$ cat config.mk
export PLATFORM = sky130hd
export DESIGN_NAME = pwm_capture_monitor
export DESIGN_NICKNAME = d
export VERILOG_FILES = /design/src/rtl/pwm_capture_pkg.sv /design/src/rtl/pwm_edge_sync.sv /design/src/rtl/pwm_capture_monitor.sv
export SDC_FILE = /design/constraint.sdc
export NUM_CORES = 1
export LEC_CHECK = 0
export ABC_CLOCK_PERIOD_IN_PS = 2600
export CORE_ASPECT_RATIO = 0.7
export CORE_MARGIN = 1
export CORE_UTILIZATION = 45
export CTS_CLUSTER_DIAMETER = 200
export DETAILED_ROUTE_END_ITERATION = 8
export PLACE_DENSITY_LB_ADDON = 0.2
export SETUP_SLACK_MARGIN = 0.02
export SLEW_MARGIN = 20
export SYNTH_ARGS = -nofsm -noshare
export SYNTH_HDL_FRONTEND = slang
export SYNTH_SLANG_ARGS = --single-unit
$ cat constraint.sdc
create_clock -name clk -period 2.6 [get_ports clk]
set_input_delay 0.78 -clock clk [delete_from_list [all_inputs] [get_ports clk]]
set_output_delay 0.78 -clock clk [all_outputs]
set_load 0.02 [all_outputs]
$ cat src/rtl/pwm_capture_pkg.sv
// pwm_capture_pkg
// Shared constants for the PWM capture monitor: the Avalon-MM register map
// and the bit positions inside the STATUS register.
// No ports; imported by pwm_capture_monitor.
package pwm_capture_pkg;

    // Register map, word addresses on the Avalon slave.
    localparam logic [1:0] REG_PERIOD = 2'd0;
    localparam logic [1:0] REG_HIGH_A = 2'd1;
    localparam logic [1:0] REG_HIGH_B = 2'd2;
    localparam logic [1:0] REG_STATUS = 2'd3;

    // STATUS bit positions.
    localparam int ST_VALID   = 0;
    localparam int ST_FAULT   = 1;
    localparam int ST_TIMEOUT = 2;

endpackage

$ cat src/rtl/pwm_edge_sync.sv
// pwm_edge_sync
// Brings one asynchronous PWM leg into the clk domain and flags its rising
// edge.
//   clk    in   system clock
//   reset  in   synchronous, active-high reset
//   pwm    in   raw leg signal, asynchronous to clk
//   level  out  synchronized level, SYNC_STAGES cycles after the pin
//   rise   out  one-cycle pulse, one cycle after level goes high
module pwm_edge_sync #(
    parameter int SYNC_STAGES = 2
) (
    input  logic clk,
    input  logic reset,
    input  logic pwm,
    output logic level,
    output logic rise
);

    logic [SYNC_STAGES-1:0] sync_q;
    logic                   prev_q;

    // Shift the pin through the synchronizer chain, keep one more copy of
    // the synchronized level and register the rising-edge comparison so the
    // pulse lands one cycle after the level.
    always_ff @(posedge clk) begin
        if (reset) begin
            sync_q <= '0;
            prev_q <= 1'b0;
            rise   <= 1'b0;
        end else begin
            sync_q <= {sync_q[SYNC_STAGES-2:0], pwm};
            prev_q <= sync_q[SYNC_STAGES-1];
            rise   <= sync_q[SYNC_STAGES-1] & ~prev_q;
        end
    end

    assign level = sync_q[SYNC_STAGES-1];

endmodule

$ cat src/rtl/pwm_capture_monitor.sv
// pwm_capture_monitor
// Measures the period of leg A and the high time of both legs, latches a
// shoot-through fault when both legs are high together and a timeout when
// leg A stops toggling. Results are read over an Avalon-MM slave.
//   clk            in   system clock
//   reset          in   synchronous, active-high reset
//   pwm_a, pwm_b   in   complementary PWM legs, asynchronous to clk
//   avs_address    in   register select (PERIOD, HIGH_A, HIGH_B, STATUS)
//   avs_read       in   read strobe, data returned one cycle later
//   avs_readdata   out  read data, counters zero-extended to 32 bits
//   avs_write      in   write strobe, only STATUS (W1C flags) is writable
//   avs_writedata  in   write data
//   irq            out  level interrupt, mirrors the fault flag
//   pwm_fault      out  shoot-through fault, mirrors the fault flag
module pwm_capture_monitor
    import pwm_capture_pkg::*;
#(
    parameter int CNT_W       = 32,
    parameter int SYNC_STAGES = 2
) (
    input  logic        clk,
    input  logic        reset,
    input  logic        pwm_a,
    input  logic        pwm_b,
    input  logic [1:0]  avs_address,
    input  logic        avs_read,
    output logic [31:0] avs_readdata,
    input  logic        avs_write,
    input  logic [31:0] avs_writedata,
    output logic        irq,
    output logic        pwm_fault
);

    localparam logic [CNT_W-1:0] CNT_MAX = '1;
    localparam logic [CNT_W-1:0] CNT_ONE = CNT_W'(1);

    logic a_s, a_rise;
    logic b_s, b_rise;

    logic [CNT_W-1:0] per_cnt, hi_a_cnt, hi_b_cnt;
    logic [CNT_W-1:0] period_reg, high_a_reg, high_b_reg;
    logic             armed, valid, fault, timeout;

    logic        status_wr, fault_set, fault_clr, timeout_set, timeout_clr;
    logic [31:0] status_word;
    logic        unused_bits;

    pwm_edge_sync #(.SYNC_STAGES(SYNC_STAGES)) u_sync_a (
        .clk   (clk),
        .reset (reset),
        .pwm   (pwm_a),
        .level (a_s),
        .rise  (a_rise)
    );

    pwm_edge_sync #(.SYNC_STAGES(SYNC_STAGES)) u_sync_b (
        .clk   (clk),
        .reset (reset),
        .pwm   (pwm_b),
        .level (b_s),
        .rise  (b_rise)
    );

    // Leg B's edge pulse and the non-flag write bits have no use here.
    assign unused_bits = &{1'b0, b_rise, avs_writedata[31:3], avs_writedata[0]};

    // Free-running measurement counters. A rise of leg A restarts them; the
    // restart values already include the rise cycle itself, because a_s has
    // been high one cycle before a_rise pulses. Counters saturate, never wrap.
    always_ff @(posedge clk) begin
        if (reset) begin
            per_cnt  <= '0;
            hi_a_cnt <= '0;
            hi_b_cnt <= '0;
        end else if (a_rise) begin
            per_cnt  <= CNT_ONE;
            hi_a_cnt <= CNT_ONE;
            hi_b_cnt <= CNT_W'(b_s);
        end else begin
            if (per_cnt != CNT_MAX) begin
                per_cnt <= per_cnt + CNT_ONE;
            end
            if (a_s && (hi_a_cnt != CNT_MAX)) begin
                hi_a_cnt <= hi_a_cnt + CNT_ONE;
            end
            if (b_s && (hi_b_cnt != CNT_MAX)) begin
                hi_b_cnt <= hi_b_cnt + CNT_ONE;
            end
        end
    end

    // Snapshot on every rise except the first one after reset, whose
    // counters cover only a partial period.
    always_ff @(posedge clk) begin
        if (reset) begin
            armed      <= 1'b0;
            valid      <= 1'b0;
            period_reg <= '0;
            high_a_reg <= '0;
            high_b_reg <= '0;
        end else if (a_rise) begin
            armed <= 1'b1;
            if (armed) begin
                valid      <= 1'b1;
                period_reg <= per_cnt;
                high_a_reg <= hi_a_cnt;
                high_b_reg <= hi_b_cnt;
            end
        end
    end

    // Sticky flag set and write-one-to-clear terms.
    always_comb begin
        status_wr   = avs_write && (avs_address == REG_STATUS);
        fault_set   = a_s & b_s;
        timeout_set = (per_cnt == CNT_MAX);
        fault_clr   = status_wr & avs_writedata[ST_FAULT];
        timeout_clr = status_wr & avs_writedata[ST_TIMEOUT];
    end

    // Sticky flags; a set event in the same cycle as a clear keeps the flag.
    always_ff @(posedge clk) begin
        if (reset) begin
            fault   <= 1'b0;
            timeout <= 1'b0;
        end else begin
            fault   <= fault_set   | (fault   & ~fault_clr);
            timeout <= timeout_set | (timeout & ~timeout_clr);
        end
    end

    always_comb begin
        status_word              = '0;
        status_word[ST_VALID]    = valid;
        status_word[ST_FAULT]    = fault;
        status_word[ST_TIMEOUT]  = timeout;
    end

    // Read data is captured from the registers as they stand in the read
    // cycle, so a snapshot or W1C landing on that same edge shows up only on
    // the following read.
    always_ff @(posedge clk) begin
        if (reset) begin
            avs_readdata <= '0;
        end else if (avs_read) begin
            case (avs_address)
                REG_PERIOD: avs_readdata <= 32'(period_reg);
                REG_HIGH_A: avs_readdata <= 32'(high_a_reg);
                REG_HIGH_B: avs_readdata <= 32'(high_b_reg);
                default:    avs_readdata <= status_word;
            endcase
        end
    end

    assign irq       = fault;
    assign pwm_fault = fault;

endmodule
Figure 1. Placement density heat map (run 1).
(1.5 px per um) 18 x 13 tiles, from dark purple (low) to yellow (high), 0 to 100% covered.
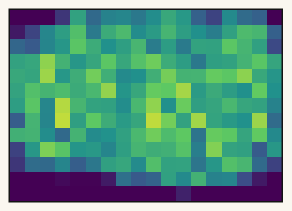
fullest tile = 91%
emptiest ninth of the die = bottom left
nearly empty tiles = 12%
mean over tiles = 49%
utilization after layout: 53.2%
core utilization before placement: 46.2%
core footprint: 21800 um^2

Figure 2. I/O nets highlighted (run 1).
(2 px per um)
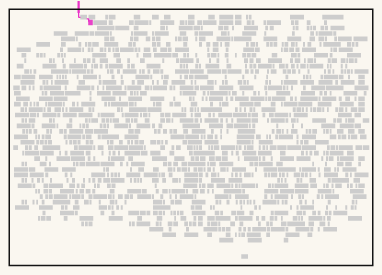
magenta -> pwm_b  # bits 1, direction input, end cells 1, buffers 1, wire 6.70 um
Ports: 74
number of input and output port buffers inserted: 43

==> flow_summary.yaml, run 1 <==
# implementation run metrics
clocking:
  cts-root-buf: "clkbuf_16"
  cts_hold_repair.buffers: 0
synth:
  synthesis.area_per_instance_um2: 8.18
  synth_area_leader_cell: "dfxtp_1"
  yosys_warnings: 0
  dominantRegCellSynth: "dfxtp_1"
  ys_sh_mux_pct: 4.54
  post-synth-top-area-fraction_pct: 46.4
final_timing:
  skew_final_ns: 0.0106
  rsz0062_at_grt: "no"
  setup_total_negative_slack_ns: 0
  timing_max_transition_violations_final: 0
drt:
  detailroute.via_count: 8920
global_routing:
  first_global_vias: 7766
  grt_pass1_wl_um: 42400
placement:
  place.detailed.hpwl_um: 17800
power_and_ir_drop:
  power.share.combinational_pct: 4.3
  report.power.total_mw: 7.34
  switching_share_pct: 22.1
floorplan:
  cell_rows: 45
critical_path:
  slowest_delay_ns: 0.65
run:
  cap_viol_max_count: 0
layout:
  layout-area-overhead-vs-synth_pct: 15.1
status:
  status: "complete, no violations"
Figure 3. Gate-type map (run 1).
(2 px per um)
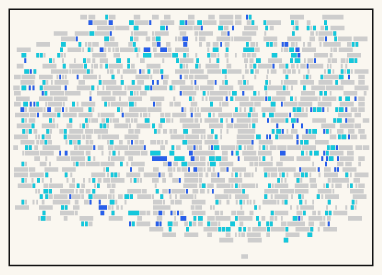
blue -> nor cells  # cells 128, most used nor2_1, where widely spread
cyan -> aoi and oai cells  # cells 292, most used a21oi_1, where widely spread

-- run 1: worst reg2reg max path, cell delays in order, from the launching register on --
cell and delay, ns:
dfxtp_1 0.42, ha_1 0.24, nand3_1 0.13, nor4_1 0.50, nand2_1 0.30, or4_1 0.56, a21oi_1 0.14
-- run 1: worst max path at each step --
stage / slack (ns) / to
2_1_floorplan: 0.47 / avs_readdata[21]$_SDFFE_PP0P_
3_3_place_gp: 0.27 / hi_a_cnt[30]$_SDFFE_PP0P_
3_5_place_dp: 0.25 / per_cnt[2]$_SDFFE_PP0P_
4_1_cts: 0.21 / avs_readdata[2]
5_1_grt: 0.04 / per_cnt[16]$_SDFFE_PP0P_
6_report: 0.20 / avs_readdata[2]
-- run 1: routing by layer --
layer | vias up | GRT usage [%] | routed length [um]
met5 | - | 0 | 0
met3 | 48 | 3.08 | 1250
met2 | 217 | 32.2 | 10800
met4 | 0 | 5.93 | 596
li1 | 4423 | - | -
met1 | 4232 | 35.7 | 13900
-- run 1: cells by family after synthesis --
logic type | after synthesis
AND-OR/OR-AND | 300
XOR/XNOR | 23
adder cells (fa/ha/maj) | 3
buffers and inverters | 94
flip-flops | 234
multiplexers | 42
AND/OR/NAND/NOR | 538
-- run 1: placed cells by master, fill, tap and decap left out, drive strengths merged, types with 5 or more instances in the layout --
| cell type | instances |
|---|---|
| o31ai | 17 |
| clkdlybuf4s50 | 40 |
| buf | 33 |
| inv | 14 |
| and2 | 7 |
| nand3 | 33 |
| a2111oi | 7 |
| nand2 | 247 |
| and3 | 6 |
| or3 | 45 |
| clkbuf | 31 |
| a211oi | 29 |
| nor2b | 5 |
| o21ai | 39 |
| mux2i | 39 |
| nor2 | 103 |
| a21oi | 180 |
| nand4 | 31 |
| o211ai | 8 |
| dfxtp | 234 |
| nor3 | 5 |
| xor2 | 8 |
| xnor2 | 15 |
| or4 | 23 |
| nor4 | 13 |
| and4 | 14 |
-- run 1: power groups by stage --
stage	Sequential, mW	Combinational (mW)	Clock, mW
after floorplan	3.75	0.161	0
after global placement	3.72	0.311	0
after detailed placement	3.73	0.313	0
after CTS	3.64	0.314	3.45
after global routing	3.65	0.336	3.58
final	3.65	0.312	3.38
-- run 1: stage by stage --
step / util (%) / hold WS, ns
after floorplan: - / 0.367
after global placement: 49.8 / 0.369
after detailed placement: 49.8 / 0.378
after CTS: 53.2 / 0.395
after global routing: 53.2 / 0.436
final: 53.2 / 0.391
-- run 1: cell type report --
class / instances / area [um^2]
Multi-Input combinational cell: 906 / 5040
Clock buffer: 31 / 626
Sequential cell: 234 / 4680
Tap cell: 282 / 353
Clock inverter: 8 / 123
Timing Repair Buffer: 73 / 743
Inverter: 13 / 48.8
Fill cell: 2048 / 10200
==> run 2: changes to the inputs <==
Settings changed: ABC_AREA set to 1, CORE_MARGIN 1 to unset.
Figure 4. Placement density heat map (run 2).
(1.5 px per um) 19 x 13 tiles, from dark purple (low) to yellow (high), 0 to 100% covered.
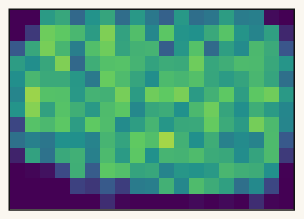
nearly empty tiles = 11%
mean over tiles = 49%
tiles over 75% full = 7.3%
emptiest ninth of the die = bottom left
utilization after layout: 53.4%
core utilization before placement: 46.3%

Figure 5. Clock nets (run 2).
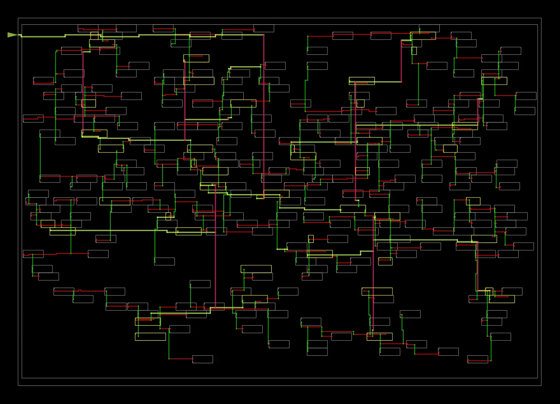
skew final: 0.0116 ns
total clock buffers created by CTS: 24
number of sequential cells in the layout: 234
power dissipated in the clock network: 3.93 mW

==> run 2 against run 1 <==
  * Non-clock buffer count did not move
  * Power rose by 6.9%
  * Critical endpoint is now avs_readdata[9]
  * Fmax rose by 3.1%
  * Final area rose by 9.6%
  * Global-route usage rose by 3.1 points
  * First-iteration DRC count rose by 37%
  * Critical path type unchanged
  * Clock power rose by 16%
  * Flip-flop count did not move
  * Hold slack improved by 0.0017 ns
  * Die size rose by 9.0%
==> flow_summary.yaml, run 2 <==
# implementation run metrics
floorplan:
  cell_rows: 47
  coreArea_um2: 23800
  boundaryPins: 74
critical_path:
  slowest_delay_ns: 0.63
  timing.critical_path.cells: "clkdlybuf4s50_1"
  worst_ep_required_time_ns: 1.82
  critical_path.startpoint_type: "flop"
synth:
  post-synth-top-area-fraction_pct: 42.5
  synth_area_leader_cell: "dfxtp_1"
  synthesis.area_per_instance_um2: 6.65
  yosys_warnings: 0
  synth_sequential_area_ratio_pct: 42.5
  dominantRegCellSynth: "dfxtp_1"
global_routing:
  gr-usage-met3_pct: 4.30
  grt_pass1_wl_um: 51600
  global_route.usage.total_pct: 25.8
  grt_start_max_net_pins: 75
  gr-max-usage-layer: "met1"
  first_global_vias: 9420
  global_route.usage.met2_pct: 36.5
  met1_usage_pct: 41.0
clocking:
  cts-root-buf: "clkbuf_16"
  cts_hold_repair.buffers: 0
  clk_latency_ns: 0.52
  post-cts-setup-buffers: 0
run:
  cap_viol_max_count: 0
drt:
  final_antenna_net_count: 0
  viasPerCell: 5.27
  detailroute.via_count: 10600
power_and_ir_drop:
  power.static_leakage_nw: 4.59
  switching_share_pct: 22.1
  power_density_nw_per_um2: 617
  power.share.combinational_pct: 3.8
layout:
  layout.area.comb_um2: 5350
  nets: 1724
  layout-area-overhead-vs-synth_pct: 15.5
  layout.cells.most_common: "nand2_1"
  most-common-layout-cells: "467 x nand2_1, 234 x dfxtp_1, 217 x nor2_1"
  nFillCells: 2375
  register_area_um2: 4680
final_timing:
  hold_slack_ns: 0.393
  setup_total_negative_slack_ns: 0
  rsz0062_at_grt: "no"
  timing_max_transition_violations_final: 0
  worst_slew_pin_slew_ns: 0.838
placement:
  io_buffer_count: 43
  place.detailed.hpwl_um: 23700
worst_hold_path:
  timing.hold.worst.class: "reg -> reg"
status:
  status: "complete, no violations"
Figure 6. I/O nets highlighted (run 2).
(2 px per um)
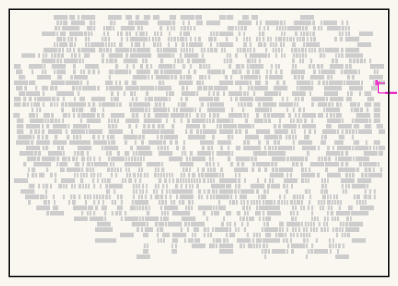

==> run 2: path summary, 6_finish.rpt <==
kind / endpoint / slack [ns] / cells after the start / start
worst min register to register: u_sync_a.rise$_SDFF_PP0_ / 0.39 / 1 / u_sync_a.prev_q$_SDFF_PP0_
worst max register to register: hi_a_cnt[12]$_SDFFE_PP0P_ / 0.34 / 10 / hi_a_cnt[0]$_SDFFE_PP0P_
worst max-delay path: avs_readdata[9] / 0.27 / 1 / avs_readdata[9]$_SDFFE_PP0P_
worst min-delay path: u_sync_a.rise$_SDFF_PP0_ / 0.39 / 1 / u_sync_a.prev_q$_SDFF_PP0_
==> run 2: cell families after synthesis <==
family | count (synthesis) | synth area share (%)
AOI/OAI and AO/OA | 311 | 15.3
xor gates and xnor gates | 31 | 2.46
adders and majority gates | 3 | 0.341
buffers and inverters | 253 | 9.04
DFF | 234 | 42.5
and+or+nand+nor | 825 | 30.4
==> run 2: cell type report <==
class | count | share of cell area, %
tap | 318 | 3.13
timing repair buffer | 73 | 5.70
clock inverter | 12 | 1.51
sequential | 234 | 36.8
inverter | 178 | 5.25
multi-input combinational | 1170 | 42.0
clock buffer | 32 | 5.59
==> run 2: metrics by stage <==
| stage | cells | util (%) | total power [mW] | worst slack (ns) |
|---|---|---|---|---|
| 2_1_floorplan | 1657 | - | 3.88 | 0.762 |
| 3_3_place_gp | 1973 | 49.7 | 3.99 | 0.158 |
| 3_5_place_dp | 1973 | 49.7 | 4.00 | 0.0726 |
| 4_1_cts | 2017 | 53.4 | 7.89 | 0.274 |
| 5_1_grt | 2017 | 53.4 | 8.06 | 0.170 |
| 6_report | 2017 | 53.4 | 7.85 | 0.273 |
==> run 2: per-layer routing <==
layer	part of all wire (%)	vias up
met5	0	-
met4	1.1	0
met3	7.9	34
met2	40	376
met1	51	4890
li1	-	5329
==> run 2: power groups by stage <==
stage          logic, mW  clock network [mW]  registers (mW)
2_1_floorplan      0.181                   0            3.70
3_3_place_gp       0.290                   0            3.70
3_5_place_dp       0.294                   0            3.70
4_1_cts            0.295                3.97            3.62
5_1_grt            0.327                4.11            3.62
6_report           0.298                3.93            3.62
Power is estimated from default activity; no workload was simulated.
